==> config.mk <==
export PLATFORM = sky130hd
export DESIGN_NAME = mem_bus_ctrl_flat
export DESIGN_NICKNAME = d
export VERILOG_FILES = /design/src/rtl/mem_bus_ctrl_pkg.sv /design/src/rtl/mem_bus_ctrl_if.sv /design/src/rtl/mem_lane_fmt.sv /design/src/rtl/mem_bus_ctrl.sv /design/src/flat_wrapper.sv
export SDC_FILE = /design/constraint.sdc
export NUM_CORES = 1
export LEC_CHECK = 0
export CAP_MARGIN = 20
export CELL_PAD_IN_SITES_DETAIL_PLACEMENT = 1
export CELL_PAD_IN_SITES_GLOBAL_PLACEMENT = 1
export CORE_MARGIN = 5
export CORE_UTILIZATION = 26
export CTS_CLUSTER_SIZE = 24
export DETAILED_ROUTE_END_ITERATION = 10
export PLACE_DENSITY = 0.92
export SLEW_MARGIN = 10
export SYNTH_ARGS = -nofsm -noshare
export SYNTH_HDL_FRONTEND = slang
export SYNTH_HIERARCHICAL = 1
export SYNTH_SLANG_ARGS = --single-unit
==> constraint.sdc <==
create_clock -name clk -period 2.68 [get_ports clk]
set_input_delay 0.402 -clock clk [delete_from_list [all_inputs] [get_ports clk]]
set_output_delay 0.402 -clock clk [all_outputs]
set_load 0.02 [all_outputs]
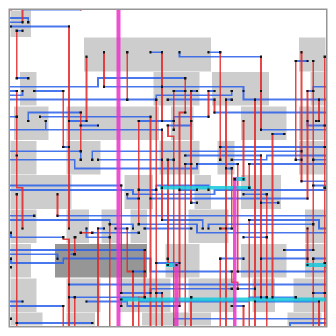
**Above:** layout detail.
Window x 71 to 96, y 37 to 62 um. Cells in grey, sequential cells in the stronger grey; small squares are vias.
- blue: M1
- magenta: M4
- red: M2
- cyan: M3
- cells with their middle in the window: 34
- sequential cells in the window: 1
- most frequent: buf_4 (6), a21oi_1 (4)

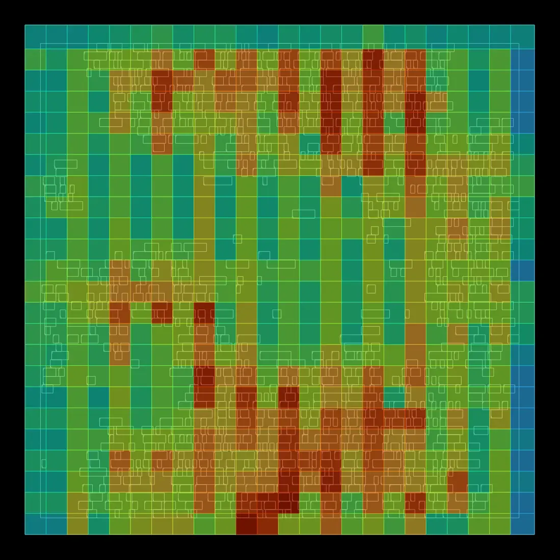
**Above:** routing congestion.
met1 track demand over resource in global routing: 0.215
met2 Use GR: 0.310
Final Core Density: 0.379

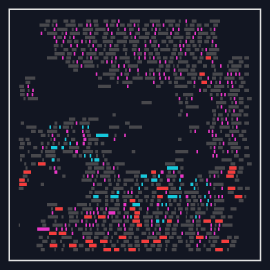
**Above:** logic cells by family.
Scale: 1.5 px per um.
- red: mux cells (cells 44)
- cyan: nor cells (cells 41)
- magenta: nand cells (cells 238; where all over the die)
fraction of area in multi-input gates: 0.366
most used logic cell in the final layout: sky130_fd_sc_hd__nand2_1
filler-free cell count of the finished design: 1303

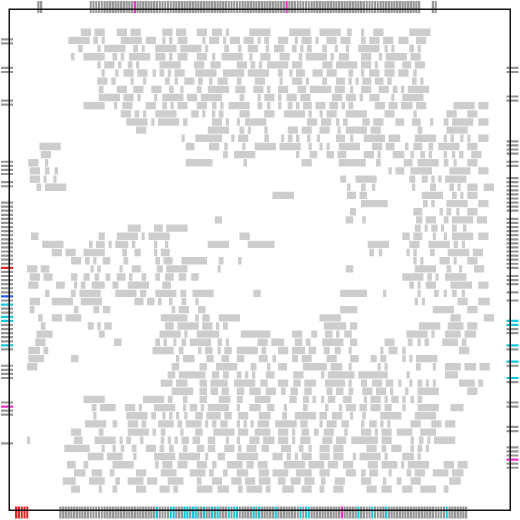
**Above:** pin placement.
Scale: 3 px per um. Pins as bars across the die edge, other pins in grey.
- cyan: `wdata_i` (pins 32; direction input; edge 23 south, 5 east, 4 west)
- red: `stall` (pins 6; direction input; edge 5 south, 1 west)
- magenta: `wd_i` (pins 5; direction input; edge 2 north, 1 east, 1 west, 1 south)
- blue: `whilo_o` (pins 1; direction output; edge west)
- all pins by edge: 153 south, 124 north, 58 west, 57 east
number of buffer cells added on primary ports: 244
die boundary height: 167 um
horizontal die dimension: 167 um

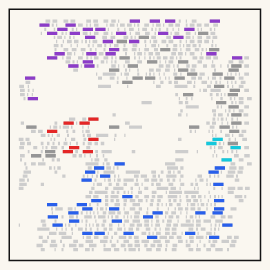
**Above:** sequential cells coloured by netlist name.
Scale: 1.5 px per um. Other sequential cells in the stronger grey, the rest of the logic in the fainter grey.
- red: `u_core/cnt_q` (sequential cells 8; where west)
- cyan: `u_core/bus.bus_sel` (sequential cells 4; where east)
- blue: `u_core/rdata_q` (sequential cells 32)
- purple: `u_core/bus.bus_addr` (sequential cells 30)
sequential cell area share: 0.242
power of the sequential group: 1660 uW
flip-flop and latch area: 2220 um2

==> reports/results.md <==
| Parameter | Reported |
| --- | --- |
| Outcome | finished clean |
| Number of pins with negative max-slew slack in the final report | 0 |
| Internal Power | 2640 uW |
| Max Clock Freq | 397 MHz |
| Dominant cell by count in the synthesized netlist | sky130_fd_sc_hd__nand2_1 |
| Post-synthesis to final-layout area growth | 44.2% |
| Largest buffer count on any clock path | 2 |
| Final Wtd Congestion | 0.872 |
| Pwr/cell area | 395 nW/um2 |
| Synthesized instance count | 789 |
| Pre-CTS WS | -538 ps |
| Hold_ws | 458 ps |
| Share of the synthesized area in the top cell type | 0.349 |
| Total cell area reported by yosys after synthesis | 6370 um2 |
| Unrepaired setup endpoints after global routing | no |
| Commonest cells post-synth | sky130_fd_sc_hd__nand2_1, sky130_fd_sc_hd__dfxtp_1, sky130_fd_sc_hd__a21oi_1 |
| Hold-critical path depth | 2 |
| Number of cells in the yosys synthesis report | 789 |
| Simple-Gate Fraction of Synth Area | 0.221 |
| DR vias/cell | 4.84 |
| Power spent charging and discharging nets | 983 uW |
| TritonCTS Buffers | 9 |
| Combined area of all synthesized cells | 6370 um2 |
| Largest net degree at the start of global routing | 51 |
| Sw Share | 0.271 |
| Unique cell types | 62 |
| Xor/xnor share of the synthesized area | 0.00825 |
| Worst R2R Setup Slack | 940 ps |
| Placed instance count | 1280 |
| Total die size | 27700 um2 |
| Hpwl dp | 20.1 mm |
| R2R depth | 6 |
| Layout cell share with drive strength beyond 1 | 0.162 |
| Post-synthesis sequential element count | 111 |
| Post-Synthesis Mean Instance Area | 8.07 um2 |
| Top FF cell, synth | sky130_fd_sc_hd__dfxtp_1 |
| Top cell type by total area after synthesis | sky130_fd_sc_hd__dfxtp_1 |
| Share of the yosys chip area belonging to registers | 0.349 |
| Final WS setup | 158 ps |
| Iteration count of the initial detailed-routing pass | 7 |
| Biggest combinational cell group after synthesis | simple AND/OR/NAND/NOR gates |
| Final antenna-violating net count | 0 |
| Post-CTS Hold Fix Bufs | 0 |
| Dominant cells by area after synthesis | sky130_fd_sc_hd__dfxtp_1, sky130_fd_sc_hd__nand2_1, sky130_fd_sc_hd__buf_4, sky130_fd_sc_hd__a21oi_1, sky130_fd_sc_hd__mux2_4 |
| First-pass GRT wire length | 38.9 mm |
| Register share of total power | 0.458 |
| Clock sink count | 111 |
| Yosys adder share | 0.00393 |
| And-or/or-and share of the synthesized area | 0.188 |
| Multiplexer fraction of the synthesized cell area | 0.0968 |
| Total Nets Final | 1191 |
| Starting utilization of the core area | 0.263 |
| Worst setup path category | input pin to primary output |
| Number of global-route vias before repair | 6618 |
| Count of routing violations after the opening detailed-route iteration | 459 |
| Part of the power in combinational logic | 0.167 |
| Pin slew with the least headroom to its limit | 929 ps |
| Vias after detailed routing | 6310 |
| Clock network fraction of total power | 0.375 |
| Number of OpenROAD warnings | 33 |
| Final Critical Period | 2520 ps |
[routing by layer]
layer | track usage | vias up | share of wire
li1 | - | 2987 | -
met1 | 0.215 | 3050 | 0.42
met2 | 0.310 | 232 | 0.49
met3 | 0.0401 | 41 | 0.064
met4 | 0.0580 | 0 | 0.024
met5 | 0 | - | 0
[worst max-delay path, stage by stage]
cell and delay, ps:
sky130_fd_sc_hd__dlygate4sd2_1 260, sky130_fd_sc_hd__and4b_2 280, sky130_fd_sc_hd__and4b_2 250, sky130_fd_sc_hd__nor2_4 110, sky130_fd_sc_hd__buf_6 160, sky130_fd_sc_hd__buf_12 150, sky130_fd_sc_hd__mux2_2 340, sky130_fd_sc_hd__buf_4 160
[power groups by stage]
| stage | combinational (uW) | sequential [uW] | clock, uW |
|---|---|---|---|
| 6_report | 607 | 1660 | 1360 |
| 5_1_grt | 642 | 1660 | 1460 |
| 4_1_cts | 607 | 1660 | 1410 |
| 3_5_place_dp | 618 | 1700 | 0 |
| 3_3_place_gp | 605 | 1700 | 0 |
| 2_1_floorplan | 374 | 1710 | 0 |
[cell usage in the layout, fill, tap and decap left out, drive strengths merged, types with 3 or more instances in the layout]
| cell | n |
|---|---|
| dlygate4sd2 | 7 |
| nor2b | 4 |
| a21o | 16 |
| or4b | 5 |
| clkbuf | 11 |
| xor2 | 6 |
| nor4 | 3 |
| a21oi | 108 |
| o21ai | 5 |
| clkdlybuf4s50 | 200 |
| a22oi | 6 |
| nand2b | 6 |
| nor3 | 4 |
| buf | 84 |
| nand3 | 4 |
| inv | 13 |
| mux2 | 41 |
| dlymetal6s2s | 3 |
| nand2 | 224 |
| a221o | 7 |
| nor3b | 3 |
| o211ai | 6 |
| and2 | 13 |
| nor2 | 25 |
| a22o | 19 |
| a222oi | 5 |
| dfxtp | 111 |
[stage by stage]
step | area [um2] | setup TNS [ps] | util | power, uW
after CTS | 9140 | -509 | 0.377 | 3680
final | 9180 | 0 | 0.379 | 3630
after floorplan | 6370 | 0 | - | 2080
after detailed placement | 8860 | -18100 | 0.365 | 2320
after global routing | 9180 | 0 | 0.379 | 3760
after global placement | 8860 | -15760 | 0.365 | 2300
[final cells by class]
type | instances | area, um2 | area share
clock buffers | 10 | 229 | 0.0249
flip-flops and latches | 111 | 2220 | 0.242
repair buffers | 295 | 2860 | 0.311
inverters | 10 | 37.5 | 0.00409
well taps | 324 | 405 | 0.0441
clock inverters | 6 | 61.3 | 0.00668
diodes | 1 | 2.50 | 0.000273
multi-input cells | 546 | 3360 | 0.366
[kinds of logic after synthesis]
kind of cell               after synthesis
AOI/OAI and AO/OA                      185
xor gates and xnor gates                 6
adders and majority gates                2
buffers and inverters                  133
DFF                                    111
muxes                                   44
other                                    1
and+or+nand+nor                        307
[what timing repair did]
item / CTS / global route
setup buffers: 4 / 0
cloned: 1 / 1
pin swaps: 5 / 2
setup endpoints to repair: 35 / 36
resized: 169 / 5
No activity file was given, so power comes from the tool's default toggle rates.
